### src/rtl/li_credit_link_arbiter.sv
// Round-robin arbiter sharing one credit-based link among NUM_SRC senders.
// Optional stall counter enabled by defining LINK_ARB_STALL_CNT_EN.
module li_credit_link_arbiter #(
  parameter int DATA_WIDTH = 32,
  parameter int NUM_SRC    = 4,
  parameter int CREDITS    = 4,
  localparam int ID_W      = $clog2(NUM_SRC),
  localparam int CNT_W     = $clog2(CREDITS + 1)
) (
  input  logic                          clock,
  input  logic                          reset,
  input  logic [NUM_SRC*DATA_WIDTH-1:0] i_data,
  input  logic [NUM_SRC-1:0]            i_valid,
  output logic [NUM_SRC-1:0]            o_ready,
  output logic [DATA_WIDTH-1:0]         o_data,
  output logic                          o_valid,
  output logic [ID_W-1:0]               o_grant_id,
  input  logic                          i_increment_count,
  output logic [CNT_W-1:0]              o_credits,
`ifdef LINK_ARB_STALL_CNT_EN
  output logic [31:0]                   o_stall_count,
`endif
  output logic                          o_credit_err
);

  logic [CNT_W-1:0]      cnt;
  logic [ID_W-1:0]       rr_ptr;
  logic                  grant_p0;
  logic [ID_W-1:0]       gnt_id_p0;
  logic [DATA_WIDTH-1:0] gnt_word_p0;

  // Counter mirrors receiver space; a return with the counter already full is absorbed.
  function automatic logic [CNT_W-1:0] credit_next(input logic [CNT_W-1:0] c,
                                                   input logic take,
                                                   input logic give);
    logic [CNT_W-1:0] n;
    n = c;
    if (take && !give)
      n = c - CNT_W'(1);
    else if (give && !take && c != CNT_W'(CREDITS))
      n = c + CNT_W'(1);
    return n;
  endfunction

  // Stage p0: combinational round-robin search starting at rr_ptr
  always_comb begin
    int idx;
    idx         = 0;
    grant_p0    = 1'b0;
    gnt_id_p0   = '0;
    gnt_word_p0 = '0;
    if (!reset && cnt != '0) begin
      for (int i = 0; i < NUM_SRC; i++) begin
        idx = (int'(rr_ptr) + i) % NUM_SRC;
        if (!grant_p0 && i_valid[idx]) begin
          grant_p0    = 1'b1;
          gnt_id_p0   = ID_W'(idx);
          gnt_word_p0 = i_data[idx*DATA_WIDTH +: DATA_WIDTH];
        end
      end
    end
  end

  assign o_ready   = grant_p0 ? (NUM_SRC'(1) << gnt_id_p0) : '0;
  assign o_credits = cnt;

  // Stage p1: registered link output and credit bookkeeping
  always_ff @(posedge clock) begin
    if (reset) begin
      o_valid      <= 1'b0;
      o_data       <= '0;
      o_grant_id   <= '0;
      o_credit_err <= 1'b0;
      cnt          <= CNT_W'(CREDITS);
      rr_ptr       <= '0;
    end else begin
      o_valid <= grant_p0;
      if (grant_p0) begin
        o_data     <= gnt_word_p0;
        o_grant_id <= gnt_id_p0;
        rr_ptr     <= (gnt_id_p0 == ID_W'(NUM_SRC - 1)) ? '0 : gnt_id_p0 + ID_W'(1);
      end
      cnt <= credit_next(cnt, grant_p0, i_increment_count);
      if (i_increment_count && !grant_p0 && cnt == CNT_W'(CREDITS))
        o_credit_err <= 1'b1;
    end
  end

`ifdef LINK_ARB_STALL_CNT_EN
  always_ff @(posedge clock) begin
    if (reset)
      o_stall_count <= '0;
    else if (|i_valid && cnt == '0)
      o_stall_count <= o_stall_count + 32'd1;
  end
`endif

endmodule
### config.mk
export PLATFORM = sky130hd
export DESIGN_NAME = li_credit_link_arbiter
export DESIGN_NICKNAME = d
export VERILOG_FILES = /design/src/rtl/li_credit_link_arbiter.sv
export SDC_FILE = /design/constraint.sdc
export NUM_CORES = 1
export LEC_CHECK = 0
export CORE_MARGIN = 2
export CORE_UTILIZATION = 52
export DETAILED_ROUTE_END_ITERATION = 6
export PLACE_DENSITY = 0.89
export SLEW_MARGIN = 30
export SYNTH_ARGS = -nofsm -noshare
export SYNTH_HDL_FRONTEND = slang
export SYNTH_SLANG_ARGS = --single-unit
### constraint.sdc
create_clock -name clock -period 6.8 [get_ports clock]
set_clock_uncertainty 0.1 [all_clocks]
set_input_delay 1.36 -clock clock [delete_from_list [all_inputs] [get_ports clock]]
set_output_delay 1.36 -clock clock [all_outputs]
set_load 0.005 [all_outputs]
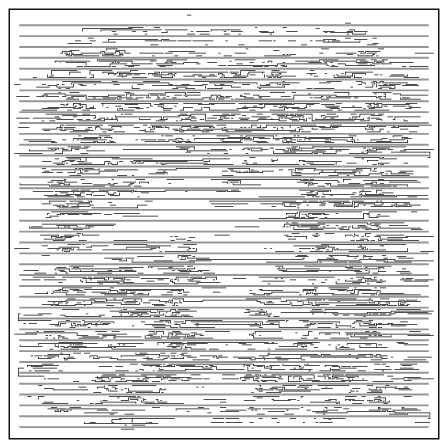
(run_1/layer_met1.png)
Supply wires on this layer in grey.
nets with wire on the layer = 839
wire length on this layer = 6930 um
longest straight run = 26.7 um
main direction = horizontal
share of all routed wire = 40%
vias: 5982
met1 global-route usage: 33.4%
Total Wirelength: 17400 um

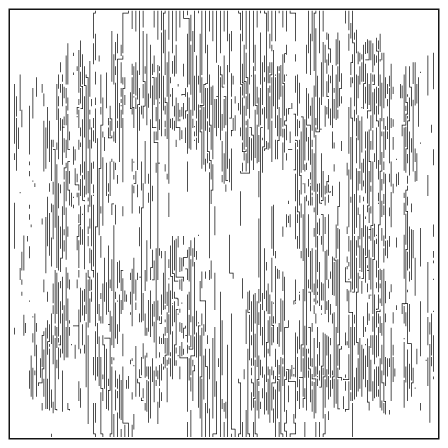
(run_1/layer_met2.png)
nets with wire on the layer = 869
share of all routed wire = 51%
met2 Track Usage GR: 52.5%

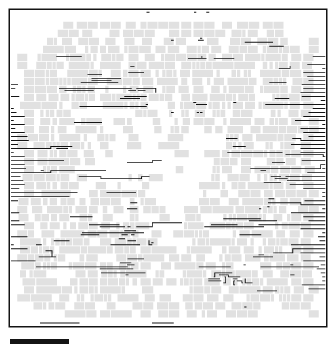
(run_1/layer_met3.png)
The bar under the picture is 20 um long.
nets with wire on the layer = 149
longest straight run = 30.8 um
share of all routed wire = 7.2%
wire length on this layer = 1260 um
met3 Resource Use GR: 4.86%

==> impl_metrics.toml, run 1 <==
# implementation run metrics
[setup_path]
r2r_end = "o_data[2]"
ff2ff_path_depth = 7
crit_family = "buffers and inverters"
cp_max_fo = 18
cp_slowest_cell = "clkdlybuf4s50_1"

[placement]
place.gp.congestion = 0.789

[cts]
numCtsBuffers = 5
cts_tree = "done"
cts.path.max_buffers = 2
cts_setup_buffers = 0
cts-root-buf = "clkbuf_8"
clock.latency.late_pin_ns = 0.29
clock-sinks = 41
post_cts_resized = 0

[yosys]
xor_area_share_pct = 0.475
topCellsByArea = "mux2i_1 (18%), dfxtp_1 (15%), a211oi_1 (8.5%)"
netlist_area_um2 = 5540
ys_ff = 41
synth-edff-count = 0
ys_sh_simple_pct = 20.4
avgSynthCellArea_um2 = 8.03
ys_top_logic_family = "AND-OR/OR-AND gates"
top_area_share_pct = 17.9
top_cell = "mux2i_1"
syn-num-nets = 829
synth_cells = 689

[global_route]
grt_antenna_before_repair = 0
grt_pass1_wl_um = 27400
gr-max-usage-layer = "met2"
grt.overflow.total = 0
grt_pass1_vias = 5908
track_usage_pct = 28.9

[run_status]
outcome = "complete, no violations"

[pwr]
p_switching_w = 0.00125
p_int_w = 0.00135
p_comb_w = 0.00194

[final_timing]
worst_pin_slew_ns = 0.981
fin_setup_tns_ns = 0
max_freq_ghz = 0.184
whs_ns = 0.376
max_slew_margin_pct = 34.6

[run]
warning_count = 30
max-cap-violations = 0

[die]
initCoreUtil_pct = 53.6
fp.coreArea_um2 = 10300

[min_path]
holdPathStages = 2
hold_class = "register to register"

[layout]
mostFrequentLayoutCell = "clkdlybuf4s50_1"
diodes = 0
syn2layout_area_growth_pct = 29.5
layout.cells.non_filler = 946

[drt]
drtAntennaViolNets = 0
drt-wirelength-per-cell_um = 18.4
==> run 1: routing by layer <==
metal  share of wire (%)  vias up
li1                    -     2825
met1                  40     2845
met2                  51      272
met3                 7.3       40
met4                 2.2        0
met5                   0        -
==> run 1: stage by stage <==
stage | cell area [um2] | worst slack, ns | utilization [%]
2_1_floorplan | 5540 | 2.47 | -
6_report | 7170 | 1.35 | 69.4
3_3_place_gp | 7060 | 1.49 | 68.4
4_1_cts | 7140 | 1.36 | 69.2
3_5_place_dp | 7060 | 1.38 | 68.4
5_1_grt | 7170 | 1.16 | 69.4
==> run 1: final cells by class <==
class,count,area (um2)
Inverter,7,40.0
Tap cell,136,170
Multi-Input combinational cell,570,4200
Fill cell,809,3160
Sequential cell,41,828
Clock inverter,3,12.5
Clock buffer,5,68.8
Timing Repair Buffer,184,1840
## Run 2: what changed since run 1
Settings changed: CORE_UTILIZATION 52 to 44, PLACE_DENSITY 0.89 to 0.8.
Clock period 6.8 ns to 4.6 ns, I/O delays scaled along.
==> run 2 against run 1 <==
  * Power grew 52%
  * Hold slack lost 0.010 ns
  * Synthesized cell count is the same
  * Global-route usage shrank 6.9 points
  * Non-clock buffer count grew 5
  * Count of clock-buffer cells in the layout grew 2
  * Sequential cell count is the same
  * Routed wire length shrank 11%
  * Register-to-register slack lost 1.4 ns
  * Die size grew 17%
  * Combinational power grew 45%
  * Cell count grew 3.9%
  * Largest cell class unchanged
==> impl_metrics.toml, run 2 <==
# implementation run metrics
[cts]
cts_setup_buffers = 0
post_cts_resized = 0
cts-root-buf = "clkbuf_16"
cts_tree = "done"
cts.path.max_buffers = 2
ctsHoldBuffers = 0
clock.latency.late_pin_ns = 0.29

[pwr]
p_int_w = 0.00215
powerSeq_w = 0.000693
p_switching_w = 0.00179
p_comb_w = 0.00282
p_leak_nw = 2.52
pwr-share-clk_pct = 10.9

[yosys]
syn-num-nets = 829
muxShareOfSynthArea_pct = 25.4
ys_sh_simple_pct = 20.4
ys_seq_share_pct = 14.8
ys_top_logic_family = "AND-OR/OR-AND gates"
top_area_share_pct = 17.9
xor_area_share_pct = 0.475
top_cell = "mux2i_1"
synth-edff-count = 0
avgSynthCellArea_um2 = 8.03
ys_types = 58
async_flop_share_pct = 0
yosysChipArea_um2 = 5540
topCellsByArea = "mux2i_1 (18%), dfxtp_1 (15%), a211oi_1 (8.5%)"
netlist_area_um2 = 5540
synth_cells = 689
ys_ff = 41

[layout]
final_area_um2 = 7330
diodes = 0
post-route-util_pct = 60.3
largest_reg_flops = 32
syn2layout_area_growth_pct = 32.5
logic_area_um2 = 4200
layout.cells.non_filler = 983
seq_area_um2 = 828
fillers = 1115
mostFrequentLayoutCell = "clkdlybuf4s50_1"

[final_timing]
setup_slack_ns = 0.195
whs_ns = 0.366
max_freq_ghz = 0.227
fin_setup_tns_ns = 0
rsz0062_at_grt = "no"
max_slew_margin_pct = 36.3
worst_pin_slew_ns = 0.956

[drt]
drtAntennaViolNets = 0
met3_length_um = 1040
wl_met1_um = 7220
first_iter_violations = 388
wl_met2_um = 7070
drt-wirelength-per-cell_um = 15.8
dr.max_layer_used = "met4"

[setup_path]
required_ns = 3.58
ff2ff_path_depth = 6
r2r_slack_ns = 1.72
rr_startpoint = "rr_ptr[1]"
crit_start = "i_valid[0]"
startpoint_type = "primary input"
cp_max_fo = 15
r2r_end = "o_data[31]"
cp.arrival_ns = 3.38
endpoint_kind = "output port"
cp_slowest_cell = "nor4_1"

[run]
warning_count = 31
max-cap-violations = 0

[placement]
placed_cell_area_um2 = 7160
post-dp-hpwl_um = 10600
place_ws_ns = 0.207
place.gp.congestion = 0.792

[global_route]
grt_use_met2_pct = 37.6
grt_antenna_before_repair = 0
grt_pass1_wl_um = 24400
gr-max-usage-layer = "met2"
track_usage_pct = 22.0
grt_pass1_vias = 5095
grt.overflow.total = 0

[die]
initCoreUtil_pct = 45.5
fp-row-count = 40
fp.coreArea_um2 = 12200
die_y_um = 116

[run_status]
outcome = "complete, no violations"

[min_path]
holdPathStages = 2
hold_class = "register to register"
run 2: kinds of logic (layout without fill, tap and decap cells):
group	Yosys count	count (layout)
adder cells (fa/ha/maj)	5	5
AND-OR/OR-AND	186	186
flip-flops	41	41
buffers and inverters	78	204
XOR/XNOR	3	3
multiplexers	135	135
AND/OR/NAND/NOR	241	241
run 2: final cells by class:
type                    count  share of cell area (%)
repair buffers            189                    25.6
multi-input cells         570                    57.3
well taps                 168                    2.87
clock inverters             1                   0.410
inverters                   7                   0.546
clock buffers               7                    1.95
flip-flops and latches     41                    11.3
run 2: worst max-delay path: cells and delay by family:
family                   cells  cell delay (ns)
AND/OR/NAND/NOR              4             1.08
buffers and inverters        3             1.18
adder cells (fa/ha/maj)      1             0.19
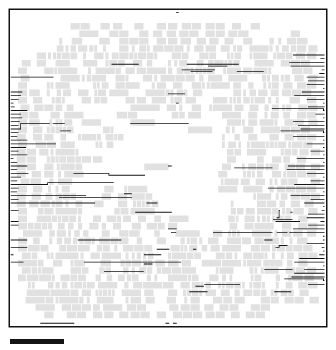
(run_2/layer_met3.png)
The bar under the picture is 20 um long.
longest straight run = 35.4 um
main direction = horizontal
vias: 5682
met3 Resource Use GR: 3.32%
Total Wirelength: 15600 um

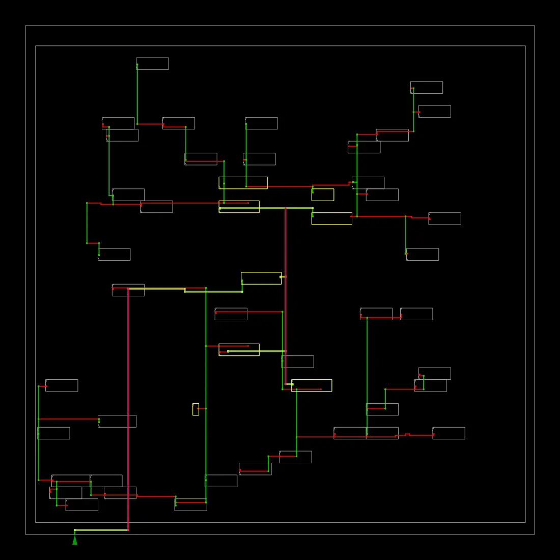
(run_2/clocks.png)
clk pwr: 0.000429 W
sequential cells: 41
CTS Buf Count: 5
Clock Sinks: 41

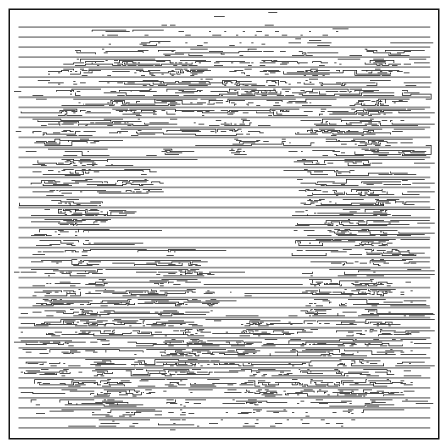
(run_2/layer_met1.png)
Supply wires on this layer in grey.
wire length on this layer = 7220 um
share of all routed wire = 46%
longest straight run = 41.9 um
nets with wire on the layer = 854
met1 global-route usage: 29.3%

Power and IR drop assume default switching activity.
